Fig. 1: sequential cells colored by netlist name
Scale bar: 50 um. Other sequential cells in the stronger gray, the rest of the logic in the fainter gray.
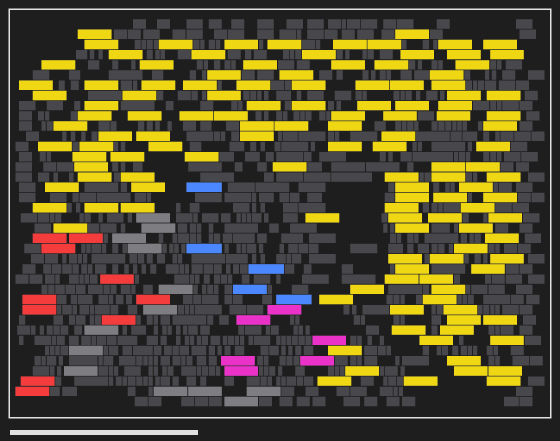
Fig. 2: a small window of the routed layout
Scale bar: 10 um. Region (23, 15) to (48, 40) um. Cells in gray, sequential cells in the stronger gray; small squares are vias.
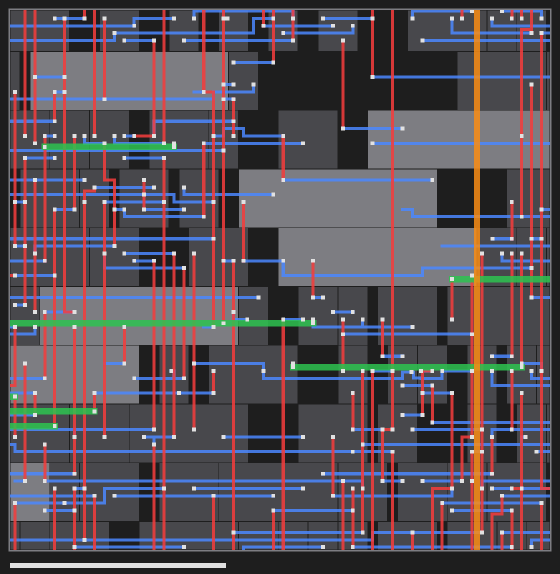
## src/rtl/updi_response_handler.sv

```systemverilog
// UPDI receive-side handler: drops TX echoes, collects response bytes, checks the ACK.
// One FIFO read per two cycles; result pulses are registered and appear one cycle after the deciding byte.
module updi_response_handler #(
  parameter int MAX_DATA_SIZE  = 16,
  parameter int LEN_BITS       = $clog2(MAX_DATA_SIZE + 1),
  parameter int DISCARD_BITS   = 6,
  parameter int TIMEOUT_CYCLES = 1024
) (
  input  logic                         clk,
  input  logic                         rst,
  input  logic                         start,
  output logic                         ready,
  input  logic [DISCARD_BITS-1:0]      discard_len,
  input  logic [LEN_BITS-1:0]          resp_len,
  input  logic                         expect_ack,
  input  logic [7:0]                   fifo_data,
  output logic                         fifo_rd_en,
  input  logic                         fifo_empty,
  output logic [8*MAX_DATA_SIZE-1:0]   data,
  output logic [LEN_BITS-1:0]          rx_count,
  output logic                         ack_received,
  output logic                         done,
  output logic                         err_bad_ack,
  output logic                         err_timeout
);

  localparam int TMO_BITS = $clog2(TIMEOUT_CYCLES);
  localparam logic [1:0] S_IDLE    = 2'd0;
  localparam logic [1:0] S_DISCARD = 2'd1;
  localparam logic [1:0] S_DATA    = 2'd2;
  localparam logic [1:0] S_ACK     = 2'd3;
  localparam logic [LEN_BITS-1:0] MAX_LEN  = LEN_BITS'(MAX_DATA_SIZE);
  localparam logic [TMO_BITS-1:0] TMO_LAST = TMO_BITS'(TIMEOUT_CYCLES - 2);

  logic [1:0]                        state_q, state_d;
  logic [DISCARD_BITS-1:0]           disc_q, disc_d;
  logic [LEN_BITS-1:0]               len_q, len_d;
  logic                              ack_en_q, ack_en_d;
  logic [LEN_BITS-1:0]               rx_count_q, rx_count_d;
  logic [MAX_DATA_SIZE-1:0][7:0]     data_q, data_d;
  logic                              pend_q, pend_d;
  logic [TMO_BITS-1:0]               tmo_q, tmo_d;
  logic                              ack_q, ack_d;
  logic                              done_q, done_d;
  logic                              bad_q, bad_d;
  logic                              tmo_err_q, tmo_err_d;

  logic                active;
  logic                consume;
  logic                tmo_hit;
  logic [LEN_BITS-1:0] len_clamped;

  assign active      = (state_q != S_IDLE);
  assign consume     = active && pend_q;
  // The cycle that times out must not pop another byte, it would be lost silently.
  assign tmo_hit     = active && !consume && (tmo_q == TMO_LAST);
  assign fifo_rd_en  = active && !pend_q && !fifo_empty && !tmo_hit;
  assign len_clamped = (resp_len > MAX_LEN) ? MAX_LEN : resp_len;

  assign ready        = (state_q == S_IDLE);
  assign data         = data_q;
  assign rx_count     = rx_count_q;
  assign ack_received = ack_q;
  assign done         = done_q;
  assign err_bad_ack  = bad_q;
  assign err_timeout  = tmo_err_q;

  always_comb begin
    state_d    = state_q;
    disc_d     = disc_q;
    len_d      = len_q;
    ack_en_d   = ack_en_q;
    rx_count_d = rx_count_q;
    data_d     = data_q;
    pend_d     = pend_q;
    tmo_d      = tmo_q;
    ack_d      = 1'b0;
    done_d     = 1'b0;
    bad_d      = 1'b0;
    tmo_err_d  = 1'b0;

    if (fifo_rd_en) begin
      pend_d = 1'b1;
    end else if (consume) begin
      pend_d = 1'b0;
    end
    if (active) begin
      tmo_d = consume ? '0 : tmo_q + TMO_BITS'(1);
    end

    case (state_q)
      S_IDLE: begin
        if (start) begin
          disc_d     = discard_len;
          len_d      = len_clamped;
          ack_en_d   = expect_ack;
          rx_count_d = '0;
          tmo_d      = '0;
          pend_d     = 1'b0;
          if (discard_len != '0) begin
            state_d = S_DISCARD;
          end else if (len_clamped != '0) begin
            state_d = S_DATA;
          end else if (expect_ack) begin
            state_d = S_ACK;
          end else begin
            done_d = 1'b1;
          end
        end
      end
      S_DISCARD: begin
        if (consume) begin
          disc_d = disc_q - DISCARD_BITS'(1);
          if (disc_q == DISCARD_BITS'(1)) begin
            if (len_q != '0) begin
              state_d = S_DATA;
            end else if (ack_en_q) begin
              state_d = S_ACK;
            end else begin
              state_d = S_IDLE;
              done_d  = 1'b1;
            end
          end
        end
      end
      S_DATA: begin
        if (consume) begin
          for (int i = 0; i < MAX_DATA_SIZE; i++) begin
            if (LEN_BITS'(i) == rx_count_q) begin
              data_d[i] = fifo_data;
            end
          end
          rx_count_d = rx_count_q + LEN_BITS'(1);
          if (rx_count_q + LEN_BITS'(1) == len_q) begin
            if (ack_en_q) begin
              state_d = S_ACK;
            end else begin
              state_d = S_IDLE;
              done_d  = 1'b1;
            end
          end
        end
      end
      S_ACK: begin
        if (consume) begin
          state_d = S_IDLE;
          if (fifo_data == 8'h40) begin
            ack_d  = 1'b1;
            done_d = 1'b1;
          end else begin
            bad_d = 1'b1;
          end
        end
      end
      default: state_d = S_IDLE;
    endcase

    if (tmo_hit) begin
      state_d   = S_IDLE;
      pend_d    = 1'b0;
      tmo_err_d = 1'b1;
    end
  end

  always_ff @(posedge clk or negedge rst) begin
    if (!rst) begin
      state_q    <= S_IDLE;
      disc_q     <= '0;
      len_q      <= '0;
      ack_en_q   <= 1'b0;
      rx_count_q <= '0;
      data_q     <= '0;
      pend_q     <= 1'b0;
      tmo_q      <= '0;
      ack_q      <= 1'b0;
      done_q     <= 1'b0;
      bad_q      <= 1'b0;
      tmo_err_q  <= 1'b0;
    end else begin
      state_q    <= state_d;
      disc_q     <= disc_d;
      len_q      <= len_d;
      ack_en_q   <= ack_en_d;
      rx_count_q <= rx_count_d;
      data_q     <= data_d;
      pend_q     <= pend_d;
      tmo_q      <= tmo_d;
      ack_q      <= ack_d;
      done_q     <= done_d;
      bad_q      <= bad_d;
      tmo_err_q  <= tmo_err_d;
    end
  end

endmodule

```

## config.mk

```make
export PLATFORM = sky130hd
export DESIGN_NAME = updi_response_handler
export DESIGN_NICKNAME = d
export VERILOG_FILES = /design/src/rtl/updi_response_handler.sv
export SDC_FILE = /design/constraint.sdc
export NUM_CORES = 1
export LEC_CHECK = 0
export ABC_AREA = 1
export CAP_MARGIN = 20
export CORE_ASPECT_RATIO = 0.75
export CORE_UTILIZATION = 45
export CTS_CLUSTER_SIZE = 16
export DETAILED_ROUTE_END_ITERATION = 7
export PLACE_DENSITY = 0.78
export SKIP_CTS_REPAIR_TIMING = 1
export SLEW_MARGIN = 20
export SYNTH_ARGS = -nofsm -noshare
export SYNTH_HDL_FRONTEND = slang
export SYNTH_SLANG_ARGS = --single-unit
```

## constraint.sdc

```tcl
create_clock -name clk -period 1.7 [get_ports clk]
set_input_delay 0.34 -clock clk [delete_from_list [all_inputs] [get_ports clk]]
set_output_delay 0.34 -clock clk [all_outputs]
set_load 0.02 [all_outputs]
```

==> flow_metrics.tcl <==
# place-and-route summary
set metrics [dict create \
    buffer_area_frac 0.259 \
    layout_setup_ws_ns -0.315 \
    switchingPower_w 0.00358 \
    largest_reg_flops 128 \
    violations "negative setup slack" \
    cp_data_arrival_time_ns 2.33 \
    cp.depth 13 \
    worstPathRequired_ns 2.01 \
    stdcell_count 1175 \
    inv_count 59 \
    synth_area_um2 6800 \
    gp_congestion 0.870 \
    hp-class "input pin to asynchronous set/reset pin" \
    gr-total-overflow 0 \
    coreArea_um2 14600 \
    grtUsageMet3 0.0447 \
    tightest_slew_ns 0.774 \
    most_common_cell "nand2_1" \
    ys_sh_adder 0.0239 \
    ys_seq_frac 0.596 \
    outcome "finished, violations left" \
    dp_slack_ns -0.335 \
    cp.buffers_inverters 6 \
    cts_tree "built" \
    ys_ff 162 \
    start_kind "register" \
    async_flop_share 1.00 \
    timing.rr.end "data[79]" \
    final-setup-viol-count 199 \
    fp_nets 755 \
    clkCellAreaFrac 0.0580 \
    drt-pass1-iter-count 7 \
    via_per_inst 5.12 \
    leakagePower_nw 4.99 \
    num_antenna_cells 0 \
    cts_max_path_buffers 2 \
    seqPwrFrac 0.395 \
    ys_dominant_reg_cell "dfrtp_1" \
]
About Fig. 1:
Yellow is data, sequential cells 128, where all over the die. Red is tmo_q, sequential cells 10. Blue is rx_count, sequential cells 5. Magenta is disc_q, sequential cells 6, where bottom center.
Another 13 sequential cells are not colored.
Seq. pwr: 0.00444 W
sequential share of cell area: 0.389
Sequential Area: 4060 um2

About Fig. 2:
Blue is metal 1. Red is metal 2. Orange is metal 4. Green is metal 3.
Sequential cells in the window: 6. Most frequent: nand2_1 (11), buf_4 (11), dfrtp_1 (6). 60 logic cells have their middle in the window. Netlist names of flops here include tmo_q (3).

Power is estimated from default activity; no workload was simulated.
